--- src/rtl/frame_sequencer.sv ---
// ---------------------------------------------------------------------------
// frame_sequencer
//
// Sequences one image frame through the pixel datapath. The frame buffer is
// walked in raster order, one byte-addressed pixel read per unstalled cycle,
// with hsync marking the first pixel of each row and vsync the first pixel of
// the frame. A shift register matching the datapath latency carries each read
// address forward so the writeback address lines up with the processed pixel
// leaving the datapath.
//
// Ports
//   clk      : system clock
//   reset_n  : asynchronous active-low reset
//   start    : begin a frame (acted on only while idle)
//   abort    : cancel the current frame, back to idle on the next cycle
//   stall    : freeze sequencing and the datapath for this cycle
//   width    : pixels per row, captured when a frame is accepted
//   height   : rows per frame, captured when a frame is accepted
//   rd_en    : pixel read strobe
//   rd_addr  : byte address of the pixel read
//   en       : datapath enable
//   hsync    : current read is the first pixel of a row
//   vsync    : current read is the first pixel of the frame
//   wr_en    : processed-pixel write strobe
//   wr_addr  : byte address for the writeback
//   busy     : frame in progress (reading or draining)
//   done     : one-cycle pulse when a frame completes
// ---------------------------------------------------------------------------
module frame_sequencer #(
  parameter int ADDR_WIDTH      = 20,
  parameter int DIM_WIDTH       = 12,
  parameter int BYTES_PER_PIXEL = 3,
  parameter int PIPE_LATENCY    = 2
) (
  input  logic                  clk,
  input  logic                  reset_n,
  input  logic                  start,
  input  logic                  abort,
  input  logic                  stall,
  input  logic [DIM_WIDTH-1:0]  width,
  input  logic [DIM_WIDTH-1:0]  height,
  output logic                  rd_en,
  output logic [ADDR_WIDTH-1:0] rd_addr,
  output logic                  en,
  output logic                  hsync,
  output logic                  vsync,
  output logic                  wr_en,
  output logic [ADDR_WIDTH-1:0] wr_addr,
  output logic                  busy,
  output logic                  done
);

  typedef enum logic [1:0] {
    IDLE  = 2'd0,
    RUN   = 2'd1,
    DRAIN = 2'd2,
    DONE  = 2'd3
  } state_t;

  // Drain counter only has to reach PIPE_LATENCY-1.
  localparam int CNT_WIDTH = (PIPE_LATENCY > 1) ? $clog2(PIPE_LATENCY) : 1;
  localparam logic [CNT_WIDTH-1:0]  DRAIN_LAST = CNT_WIDTH'(PIPE_LATENCY - 1);
  localparam logic [ADDR_WIDTH-1:0] ADDR_STEP  = ADDR_WIDTH'(BYTES_PER_PIXEL);
  localparam logic [DIM_WIDTH-1:0]  DIM_ONE    = DIM_WIDTH'(1);

  state_t                 state;
  logic [DIM_WIDTH-1:0]   width_q;
  logic [DIM_WIDTH-1:0]   height_q;
  logic [DIM_WIDTH-1:0]   x;
  logic [DIM_WIDTH-1:0]   y;
  logic [ADDR_WIDTH-1:0]  addr;
  logic [CNT_WIDTH-1:0]   drain_cnt;

  // Write pipeline: stage 0 takes the current read, the last stage feeds
  // the writeback port.
  logic                   pipe_valid [PIPE_LATENCY];
  logic [ADDR_WIDTH-1:0]  pipe_addr  [PIPE_LATENCY];

  logic last_col;
  logic last_row;

  assign last_col = (x == width_q - DIM_ONE);
  assign last_row = (y == height_q - DIM_ONE);

  // -------------------------------------------------------------------------
  // Read/datapath strobes follow the state and stall in the same cycle so a
  // stall takes effect without a cycle of slip.
  // -------------------------------------------------------------------------
  always_comb begin
    // NOTE: every output of this block gets a default first so no path
    // leaves a signal unassigned, which would otherwise infer a latch.
    rd_en = 1'b0;
    en    = 1'b0;
    hsync = 1'b0;
    vsync = 1'b0;
    unique case (state)
      RUN: begin
        if (!stall) begin
          rd_en = 1'b1;
          en    = 1'b1;
          hsync = (x == '0);
          vsync = (x == '0) && (y == '0);
        end
      end
      DRAIN:   en = !stall;
      default: ;
    endcase
  end

  assign rd_addr = addr;
  assign wr_en   = pipe_valid[PIPE_LATENCY-1] & en;
  assign wr_addr = pipe_addr[PIPE_LATENCY-1];
  assign busy    = (state == RUN) || (state == DRAIN);
  assign done    = (state == DONE);

  // -------------------------------------------------------------------------
  // Frame control: state, raster counters and drain counter.
  // -------------------------------------------------------------------------
  always_ff @(posedge clk or negedge reset_n) begin
    // NOTE: state is updated with non-blocking assignments so every register
    // samples the values from before this edge, independent of statement order.
    if (!reset_n) begin
      state     <= IDLE;
      width_q   <= '0;
      height_q  <= '0;
      x         <= '0;
      y         <= '0;
      addr      <= '0;
      drain_cnt <= '0;
    end else if (abort) begin
      state     <= IDLE;
      drain_cnt <= '0;
    end else begin
      unique case (state)
        IDLE: begin
          if (start) begin
            if ((width != '0) && (height != '0)) begin
              width_q  <= width;
              height_q <= height;
              x        <= '0;
              y        <= '0;
              addr     <= '0;
              state    <= RUN;
            end else begin
              // Empty frame: report completion without touching memory.
              state <= DONE;
            end
          end
        end

        RUN: begin
          if (!stall) begin
            addr <= addr + ADDR_STEP;
            if (last_col) begin
              x <= '0;
              if (last_row) begin
                y         <= '0;
                drain_cnt <= '0;
                state     <= DRAIN;
              end else begin
                y <= y + DIM_ONE;
              end
            end else begin
              x <= x + DIM_ONE;
            end
          end
        end

        DRAIN: begin
          // Only enabled cycles move data out of the datapath.
          if (!stall) begin
            if (drain_cnt == DRAIN_LAST) begin
              drain_cnt <= '0;
              state     <= DONE;
            end else begin
              drain_cnt <= drain_cnt + CNT_WIDTH'(1);
            end
          end
        end

        DONE:    state <= IDLE;
        default: state <= IDLE;
      endcase
    end
  end

  // -------------------------------------------------------------------------
  // Write pipeline. It shifts only on enabled cycles, exactly like the
  // datapath, so a read issued on enabled cycle k reaches the writeback port
  // on enabled cycle k+PIPE_LATENCY regardless of stalls.
  // -------------------------------------------------------------------------
  always_ff @(posedge clk or negedge reset_n) begin
    if (!reset_n) begin
      // NOTE: this is a handful of flops rather than a RAM, so clearing the
      // address stages too keeps wr_addr at 0 out of reset.
      for (int i = 0; i < PIPE_LATENCY; i++) begin
        pipe_valid[i] <= 1'b0;
        pipe_addr[i]  <= '0;
      end
    end else if (abort) begin
      for (int i = 0; i < PIPE_LATENCY; i++) begin
        pipe_valid[i] <= 1'b0;
      end
    end else if (en) begin
      pipe_valid[0] <= rd_en;
      pipe_addr[0]  <= rd_addr;
      for (int i = 1; i < PIPE_LATENCY; i++) begin
        pipe_valid[i] <= pipe_valid[i-1];
        pipe_addr[i]  <= pipe_addr[i-1];
      end
    end
  end

  // -------------------------------------------------------------------------
  // Structural invariants.
  // -------------------------------------------------------------------------
  a_wr_in_busy : assert property (@(posedge clk) disable iff (!reset_n)
                                  wr_en |-> busy);
  a_sync_rd    : assert property (@(posedge clk) disable iff (!reset_n)
                                  (hsync || vsync) |-> rd_en);
  a_vs_hs      : assert property (@(posedge clk) disable iff (!reset_n)
                                  vsync |-> hsync);
  a_done_pulse : assert property (@(posedge clk) disable iff (!reset_n)
                                  done |=> !done);

endmodule

--- config.mk ---
export PLATFORM = sky130hd
export DESIGN_NAME = frame_sequencer
export DESIGN_NICKNAME = d
export VERILOG_FILES = /design/src/rtl/frame_sequencer.sv
export SDC_FILE = /design/constraint.sdc
export NUM_CORES = 1
export LEC_CHECK = 0
export CAP_MARGIN = 30
export CORE_AREA = 2 2 115 117
export CTS_BUF_LIST = sky130_fd_sc_hd__clkbuf_16
export DETAILED_ROUTE_END_ITERATION = 12
export DIE_AREA = 0 0 117 119
export PLACE_DENSITY = 0.79
export SLEW_MARGIN = 20
export SYNTH_ARGS = -nofsm -noshare
export SYNTH_HDL_FRONTEND = slang
export SYNTH_SLANG_ARGS = --single-unit
--- constraint.sdc ---
create_clock -name clk -period 2.6 [get_ports clk]
set_input_delay 0.26 -clock clk [delete_from_list [all_inputs] [get_ports clk]]
set_output_delay 0.26 -clock clk [all_outputs]
set_load 0.1 [all_outputs]
==> results_dict.tcl, run 1 <==
# flow metrics
set metrics [dict create \
    flop_cell "dfrtp_1" \
    swShare_pct 39.97 \
    period_used_pct 104.0 \
    yosys.area_share.adder_pct 2.369 \
    ant_nets 0 \
    cpMostUsedCell "or4_4" \
    grt_max_degree 59 \
    vias 5007 \
    ir_worst_vdd_mv 0.6760 \
    p_sw_mw 3.278 \
    grt.overflow.total 0 \
    yosys_warnings 0 \
    p_leak_nw 3.672 \
    whs_ps 476.7 \
    xor_area_share_pct 6.081 \
    die-height_um 119 \
    ys_types 62 \
    yosys_cells 611 \
    p_per_area_mw_per_mm2 1003 \
    async_flop_share_pct 100.0 \
    hpwl_mm 10.48 \
    netlist_area_sq_mm 0.006337 \
    simple_gate_share_pct 17.51 \
    p_clk_share_pct 26.0 \
    final_cell_area_sq_mm 0.008173 \
    max_freq_ghz 0.3698 \
    dp_slack_ps -172.7 \
    final_nets 751 \
    period_needed_ps 2704 \
    start_kind "register" \
    seqPwrFrac_pct 30.4 \
    htreeDepth 4 \
    setup_viol 12 \
    ios 76 \
    root_buffer "clkbuf_16" \
    power-top-group "combinational logic" \
    slowest_delay_ps 560 \
    port_buffers 75 \
    grt_pass1_vias 4995 \
    warning_count 35 \
    finalNonFillerCells 898 \
    syn_nets 652 \
    crit_type "reg2reg" \
    antenna_found_initial 0 \
    grtUsageTotal_pct 22.72 \
    postPlaceCellArea_sq_mm 0.007380 \
    combinationalPowerShare_pct 43.6 \
    dp_cells 857 \
    wl_per_cell_um 16.83 \
    antennaDiodeCount 0 \
    p_clk_mw 2.13 \
    final_hold_viol_count 0 \
    regArea_sq_mm 0.002834 \
    routed_wl_mm 15.11 \
    status "complete, but fails checks" \
    pg_comb_mw 3.58 \
    synth.area.mux_share_pct 13.45 \
    cts_buffer_depth 2 \
    drt_first_iter_violations 264 \
    clock_skew_ps 8.428 \
    yosys_area_sq_mm 0.006337 \
    slew_viol_final 0 \
    required_ps 2930 \
    violations "setup timing" \
    critPathArrivalTime_ps 3030 \
    mostFrequentLayoutCells "dfrtp_1 (108), buf_4 (89), mux2_2 (65)" \
    cpMaxStageDelayCell "or4_4" \
    die_w_um 117 \
    yosys_register_bits 113 \
    top_logic_kind "simple AND/OR/NAND/NOR gates" \
    setup_ws_ps -104.1 \
    clk_latency_ps 410 \
    fp_util_pct 49.22 \
    hold_path_class "in2async" \
    layout.area.comb_sq_mm 0.003278 \
    worst_slew_pin_slew_ps 766.7 \
    final_core_util_pct 63.48 \
    crit_buf_inv 0 \
    drtPass1Iterations 4 \
]
[run 1: state kept, by name, indices dropped and copies added (netlist names)]
signal	cells
drain_cnt	1
height_q	12
x	12
width_q	12
pipe_addr	20
y	12
pipe_valid	2
wr_addr	20
rd_addr	20
state	2
[run 1: synthesized netlist by cell type, types with 20 or more instances]
library cell	number
inv_1	31
nor4_1	21
nor2_1	51
nand3_1	23
xor2_1	21
buf_4	20
clkbuf_1	20
nand2_1	27
dfrtp_1	113
mux2_2	65
xnor2_1	23
nor3_1	21
[run 1: area by class of cell]
type	count	share of cell area (%)
Clock buffer	17	5.205
Clock inverter	14	1.439
Inverter	31	1.470
Multi-Input combinational cell	417	40.11
Sequential cell	113	34.68
Tap cell	176	2.694
Timing Repair Buffer	130	14.41
[run 1: what timing repair did]
item	in CTS	in global routing
hold buffers	1	0
resized	19	16
hold endpoints to repair	55	0
endpoints found under the setup margin	16	27
pin swaps	5	4
buffers inserted	5	3
[run 1: path summary, 6_finish.rpt]
check	startpoint	to	slack (ps)	cells past startpoint
worst min register to register	pipe_addr[24]	wr_addr[4]	500	1
worst max register to register	height_q[0]	state[1]	-100	7
max in group asynchronous	reset_n	wr_addr[8]	1410	3
worst max-delay path	height_q[0]	state[1]	-100	7
worst min-delay path	reset_n	height_q[10]	480	2
min in group clk	pipe_addr[24]	wr_addr[4]	500	1
[run 1: per-layer routing]
| metal | wire, um | vias to the layer above | GRT usage [%] |
|---|---|---|---|
| met5 | 0 | - | 0 |
| met4 | 175 | 0 | 6.985 |
| met3 | 431 | 17 | 4.071 |
| met2 | 7940 | 107 | 38.58 |
| met1 | 6561 | 2505 | 29.39 |
| li1 | - | 2378 | - |
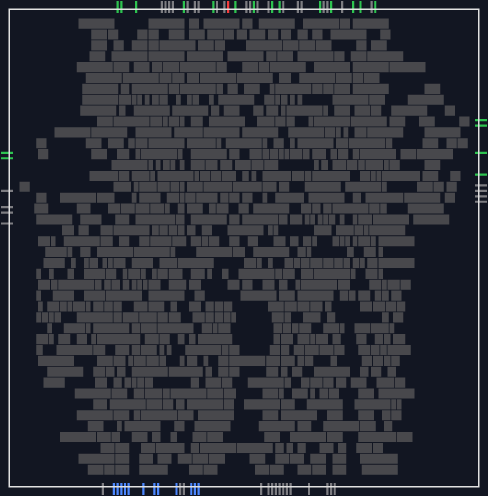
run_1/pins.png
Scale: 4 px per um. Pins as bars across the die edge, other pins in grey.
- wr_addr: green (pins 20; direction output; edge 14 top, 4 right, 2 left)
- height: blue (pins 12; direction input; edge bottom)
- abort: red (pins 1; direction input; edge top)

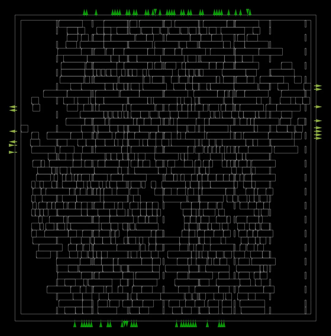
run_1/final_placement.png
number of fill cells in the layout: 988
Rows: 42

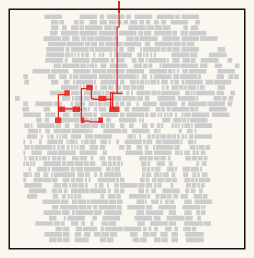
run_1/port_nets.png
Scale: 2 px per um.
- abort: red (direction input; end cells 11; wire 147 um)

run_1/metal_stack.png
Scale: 2 px per um. Two of the layers only.
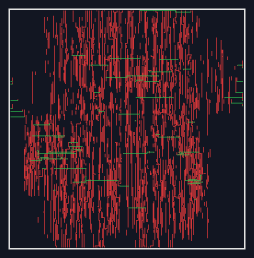

==> run 1 -> run 2 <==
Settings changed: CORE_AREA 2 2 115 117 to 2 2 111 113, DIE_AREA 0 0 117 119 to 0 0 113 115, DONT_BUFFER_PORTS from default to 1, PLACE_DENSITY 0.79 to 0.75.
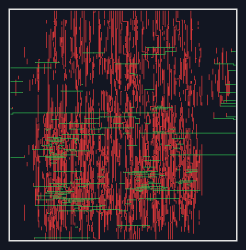
run_2/metal_stack.png
Scale: 2 px per um. Two of the layers only.
- met3: green (wire length 1,140 um)
- met2: red (wire length 8,460 um)

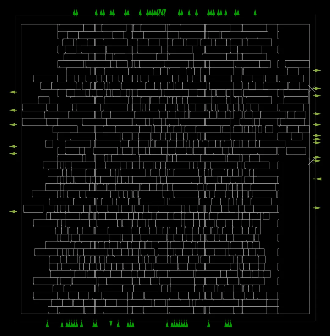
run_2/final_placement.png
Rows: 40
number of fill cells in the layout: 782
flop count: 113
core area: 0.01181 sq mm

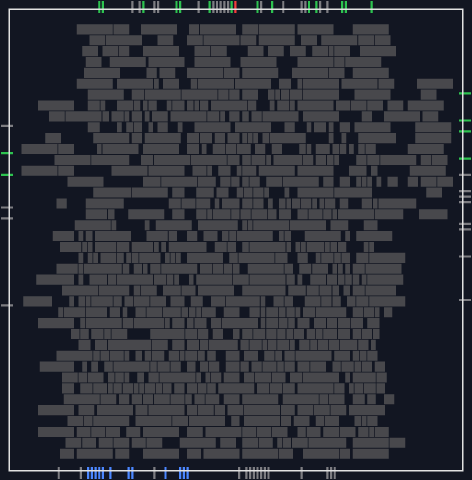
run_2/pins.png
Scale: 4 px per um. Pins as bars across the die edge, other pins in grey.
- abort: red (pins 1; direction input; edge top)
- wr_addr: green (pins 20; direction output; edge 14 top, 4 right, 2 left)
- height: blue (pins 12; direction input; edge bottom)
- all pins by edge: 31 top, 27 bottom, 12 right, 6 left

==> results_dict.tcl, run 2 <==
# flow metrics
set metrics [dict create \
    cts_buffer_depth 2 \
    p_leak_nw 3.643 \
    p_per_area_mw_per_mm2 1063 \
    slowest_delay_ps 570 \
    drc_errors 2 \
    finalNonFillerCells 852 \
    routed_wl_mm 16.98 \
    start_kind "register" \
    grt_pass1_vias 5174 \
    drtPass1Iterations 10 \
    num-multi-input-gates 417 \
    cpMaxStageDelayCell "or4_4" \
    pg_comb_mw 3.81 \
    hold_path_class "in2async" \
    ir_worst_vdd_mv 0.5957 \
    dp_cells 780 \
    final_cell_area_sq_mm 0.008162 \
    ant_nets 0 \
    p_clk_mw 2.24 \
    power-top-group "combinational logic" \
    top_logic_kind "simple AND/OR/NAND/NOR gates" \
    period_needed_ps 2909 \
    wl_per_cell_um 19.93 \
    p_sw_mw 3.535 \
    max_freq_ghz 0.3438 \
    sh_comb_area_pct 42.31 \
    layout.area.comb_sq_mm 0.003453 \
    syn_nets 652 \
    yosys.area_share.adder_pct 2.369 \
    area_share_clock_buf_inv_pct 7.021 \
    n_all_buffers 112 \
    setup_ws_ps -308.8 \
    xor_area_share_pct 6.081 \
    critPathArrivalTime_ps 3230 \
    violations "DRC, hold timing, setup timing" \
    hpwl_mm 10.20 \
    status "complete, but fails checks" \
    final_hold_viol_count 113 \
    root_buffer "clkbuf_16" \
    mostFrequentLayoutCells "dfrtp_1 (109), buf_4 (74), mux2_2 (65)" \
    whs_ps -464.7 \
    netlist_area_sq_mm 0.006337 \
    ys_types 62 \
    yosys_area_sq_mm 0.006337 \
    cpMostUsedCell "mux2i_1" \
    swShare_pct 40.76 \
    flop_cell "dfrtp_1" \
    yosysMostFrequentCell "dfrtp_1" \
    grt_max_degree 114 \
    slew_viol_final 0 \
    yosys_register_bits 113 \
    period_used_pct 111.9 \
    synth.area.mux_share_pct 13.45 \
    setup_viol 15 \
    htreeDepth 4 \
    seqPwrFrac_pct 30.3 \
    antenna_found_initial 0 \
    simple_gate_share_pct 17.51 \
    ios 76 \
    die_w_um 113 \
    yosys_cells 611 \
    die-height_um 115 \
    postPlaceCellArea_sq_mm 0.006853 \
    async_flop_share_pct 100.0 \
    final_nets 733 \
    common_cells "dfrtp_1 (113), mux2_2 (65), nor2_1 (51)" \
    tapCellCount 147 \
    p_clk_share_pct 25.8 \
    crit_type "reg2reg" \
    vias 5280 \
]
run 2: cell counts after synthesis:
Identical to the previous run, type by type.
run 2: critical path: cells and delay by family, from the launching register on:
family,cells,cell delay [ps]
AND/OR/NAND/NOR,3,1000
multiplexers,2,600
AND-OR/OR-AND,2,510
flip-flops,1,390
adder cells (fa/ha/maj),1,170
buffers and inverters,1,130
run 2: path summary, 6_finish.rpt:
kind,from,end,slack [ps],cells past startpoint
max in group asynchronous,reset_n,rd_addr[3],2880,0
min in group clk,width[0],width_q[0],10,1
worst min-delay path,reset_n,height_q[8],-460,0
worst min register to register,pipe_addr[24],wr_addr[4],500,1
worst max register to register,height_q[0],state[1],-310,9
worst max-delay path,height_q[0],state[1],-310,9
run 2: through the flow:
step	setup WS, ps	hold WS, ps
3_5_place_dp	-340.7	-33.74
2_1_floorplan	-41.48	-35.59
3_3_place_gp	-231.8	-33.69
4_1_cts	-146.8	-472.7
6_report	-308.8	-464.7
5_1_grt	-393.5	-478.8
run 2: logic make-up (layout without fill, tap and decap cells):
family	count (synthesis)	count (layout)
simple gates	205	205
flops	113	113
buf+inv	81	175
compound gates	79	79
mux	77	77
xor+xnor	44	44
fa+ha+maj	12	12
run 2: what timing repair did:
| action | 4_1_cts | 5_1_grt |
|---|---|---|
| pin swaps | 11 | 19 |
| gates cloned | 0 | 1 |
| buffers inserted | 6 | 11 |
| endpoints found under the setup margin | 15 | 27 |
| hold buffers | 22 | 1 |
| resized | 19 | 46 |
| hold endpoints to repair | 137 | 114 |
run 2: per-layer routing:
metal | GRT usage, % | up-vias | share of wire (%)
met4 | 11.14 | 0 | 3.7
met5 | 0 | - | 0
li1 | - | 2342 | -
met1 | 31.27 | 2619 | 40
met3 | 5.904 | 68 | 6.7
met2 | 42.08 | 251 | 50
==> run 2 -> run 3 <==
Settings changed: ABC_AREA from default to 0.
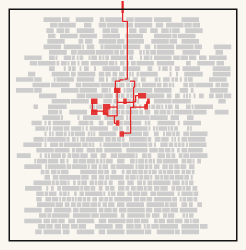
run_3/port_nets.png
Scale: 2 px per um.
- abort: red (direction input; end cells 11; wire 150 um)

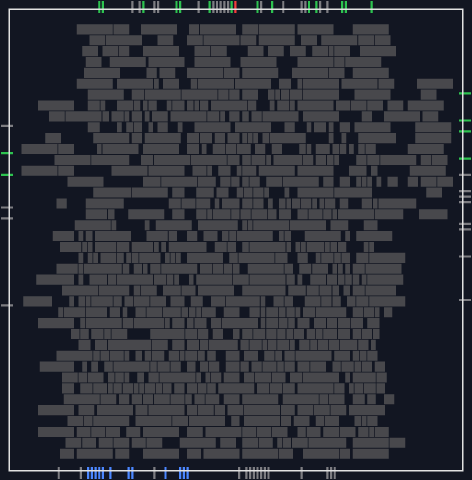
run_3/pins.png
Scale: 4 px per um. Pins as bars across the die edge, other pins in grey.
- abort: red (pins 1; direction input; edge top)
- wr_addr: green (pins 20; direction output; edge 14 top, 4 right, 2 left)
- height: blue (pins 12; direction input; edge bottom)

==> results_dict.tcl, run 3 <==
# flow metrics
set metrics [dict create \
    status "complete, but fails checks" \
    violations "DRC, hold timing, setup timing" \
    setup_ws_ps -308.8 \
    clk_latency_ps 420 \
    die_w_um 113 \
    ys_types 62 \
    routed_wl_mm 16.98 \
    cpMaxStageDelayCell "or4_4" \
    netlist_area_sq_mm 0.006337 \
    dp_slack_ps -340.7 \
    setup_viol 15 \
    vias 5280 \
    synth_top_area_share_pct 44.62 \
    edf_count 0 \
    mostFrequentLayoutCells "dfrtp_1 (109), buf_4 (74), mux2_2 (65)" \
    final_hold_viol_count 113 \
    period_needed_ps 2909 \
    drtPass1Iterations 10 \
    avgSynthCellArea_sq_um 10.37 \
    max_freq_ghz 0.3438 \
    grtUsageTotal_pct 25.12 \
    root_buffer "clkbuf_16" \
    htreeDepth 4 \
    antenna_found_initial 0 \
    yosys_cells 611 \
    antennaDiodeCount 0 \
    cpMostUsedCell "mux2i_1" \
    worst_slew_pin_slew_ps 964.0 \
    critPathArrivalTime_ps 3230 \
    final_cell_area_sq_mm 0.008162 \
    syn_nets 652 \
    slew_viol_final 0 \
    hpwl_mm 10.20 \
    slowest_delay_ps 570 \
    wl_per_cell_um 19.93 \
    final_nets 733 \
    coreArea_sq_mm 0.01181 \
    crit_type "reg2reg" \
    postPlaceCellArea_sq_mm 0.006853 \
    yosysMostFrequentCell "dfrtp_1" \
    clkTransAtPathRegs_ps 60 \
    async_flop_share_pct 100.0 \
    ant_nets 0 \
    cts_tree "yes" \
    p_per_area_mw_per_mm2 1063 \
    cts_buffer_depth 2 \
    port_buffers 0 \
    vias_per_cell 6.197 \
    start_kind "register" \
    clock_skew_ps 10.82 \
    tns_ps -2766 \
    flop_cell "dfrtp_1" \
    postSynthCellCount 611 \
    top_area_cell "dfrtp_1" \
    period_used_pct 111.9 \
    ios 76 \
    yosys_area_sq_mm 0.006337 \
    endpoint_kind "register" \
    whs_ps -464.7 \
    common_cells "dfrtp_1 (113), mux2_2 (65), nor2_1 (51)" \
    grt_pass1_wl_mm 26.10 \
    reg2reg_slack_ps -310 \
    layout-drive-gt1-share_pct 34.47 \
    hold_path_class "in2async" \
    ys_seq_share_pct 44.62 \
    yosys_register_bits 113 \
    rows 40 \
    drv_cap 0 \
    dp_cells 780 \
    clock_sinks 113 \
    ir_worst_vdd_mv 0.5957 \
    grt_max_degree 114 \
    die-height_um 115 \
    p_leak_nw 3.643 \
    worstRegToRegCells 9 \
    drc_errors 2 \
    worstReg2RegStart "height_q[0]" \
    grt_pass1_vias 5174 \
    worstReg2RegEnd "state[1]" \
]
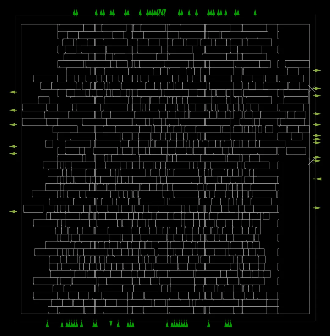
run_3/final_placement.png
non-filler cells, final: 852
sequential share of cell area: 34.71%
Core Util, Final: 69.10%
n_taps: 147

==> run 3: repair_timing <==
item                                    4_1_cts  5_1_grt
endpoints found under the setup margin       15       27
gates resized                                19       46
cloned                                        0        1
buffers inserted                              6       11
hold buffers                                 22        1
pin swaps                                    11       19
endpoints found under the hold margin       137      114
==> run 3: kinds of logic (layout without fill, tap and decap cells) <==
group	Yosys count	count (layout)	synth area share, %
compound gates	79	79	9.516
flops	113	113	44.62
fa+ha+maj	12	12	2.369
mux	77	77	13.45
buf+inv	81	175	6.456
xor+xnor	44	44	6.081
simple gates	205	205	17.51
==> run 3: how the worst max path moves through the flow <==
stage	start	to	slack [ps]
3_3_place_gp	height_q[1]	y[2]	-230
3_5_place_dp	height_q[1]	y[2]	-340
5_1_grt	height_q[0]	state[1]	-390
4_1_cts	height_q[1]	state[1]	-150
6_report	height_q[0]	state[1]	-310
2_1_floorplan	state[1]	vsync	-40
==> run 3: final cells by class <==
class	instances	area [sq um]
clock inverter	15	147.6
timing repair buffer	112	998.5
fill	782	3650
inverter	31	120.1
multi-input combinational	417	3453
tap	147	183.9
sequential	113	2833
clock buffer	17	425.4
==> run 3: worst max-delay path: cells and delay by family (launching register included) <==
family | cells | cell delay [ps]
fa+ha+maj | 1 | 170
buf+inv | 1 | 130
flops | 1 | 390
compound gates | 2 | 510
simple gates | 3 | 1000
mux | 2 | 600
==> run 3: power by group <==
group | switching [mW] | internal, mW | leakage [nW]
Combinational | 2.14 | 1.67 | 1.85
Sequential | 0.554 | 2.07 | 1.51
Clock | 0.841 | 1.40 | 0.279
Total | 3.54 | 5.14 | 3.64
==> run 3: metal layers <==
metal	GRT usage, %	up-vias	share of wire (%)
met5	0	-	0
met4	11.14	0	3.7
met3	5.904	68	6.7
met2	42.08	251	50
met1	31.27	2619	40
li1	-	2342	-

==> gallery <==
Met2 routing.
Scale: 4 px per um.
Plate I
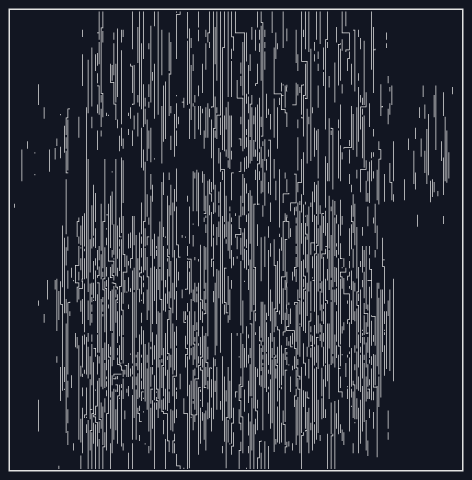
Plate II
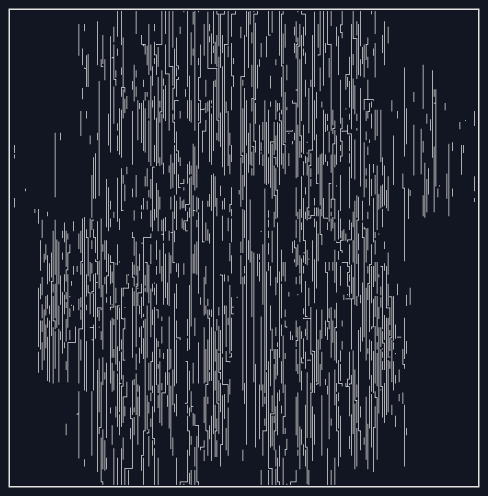
Plate I -> run 3
Plate II -> run 1

No activity file was given, so power comes from the tool's default toggle rates.
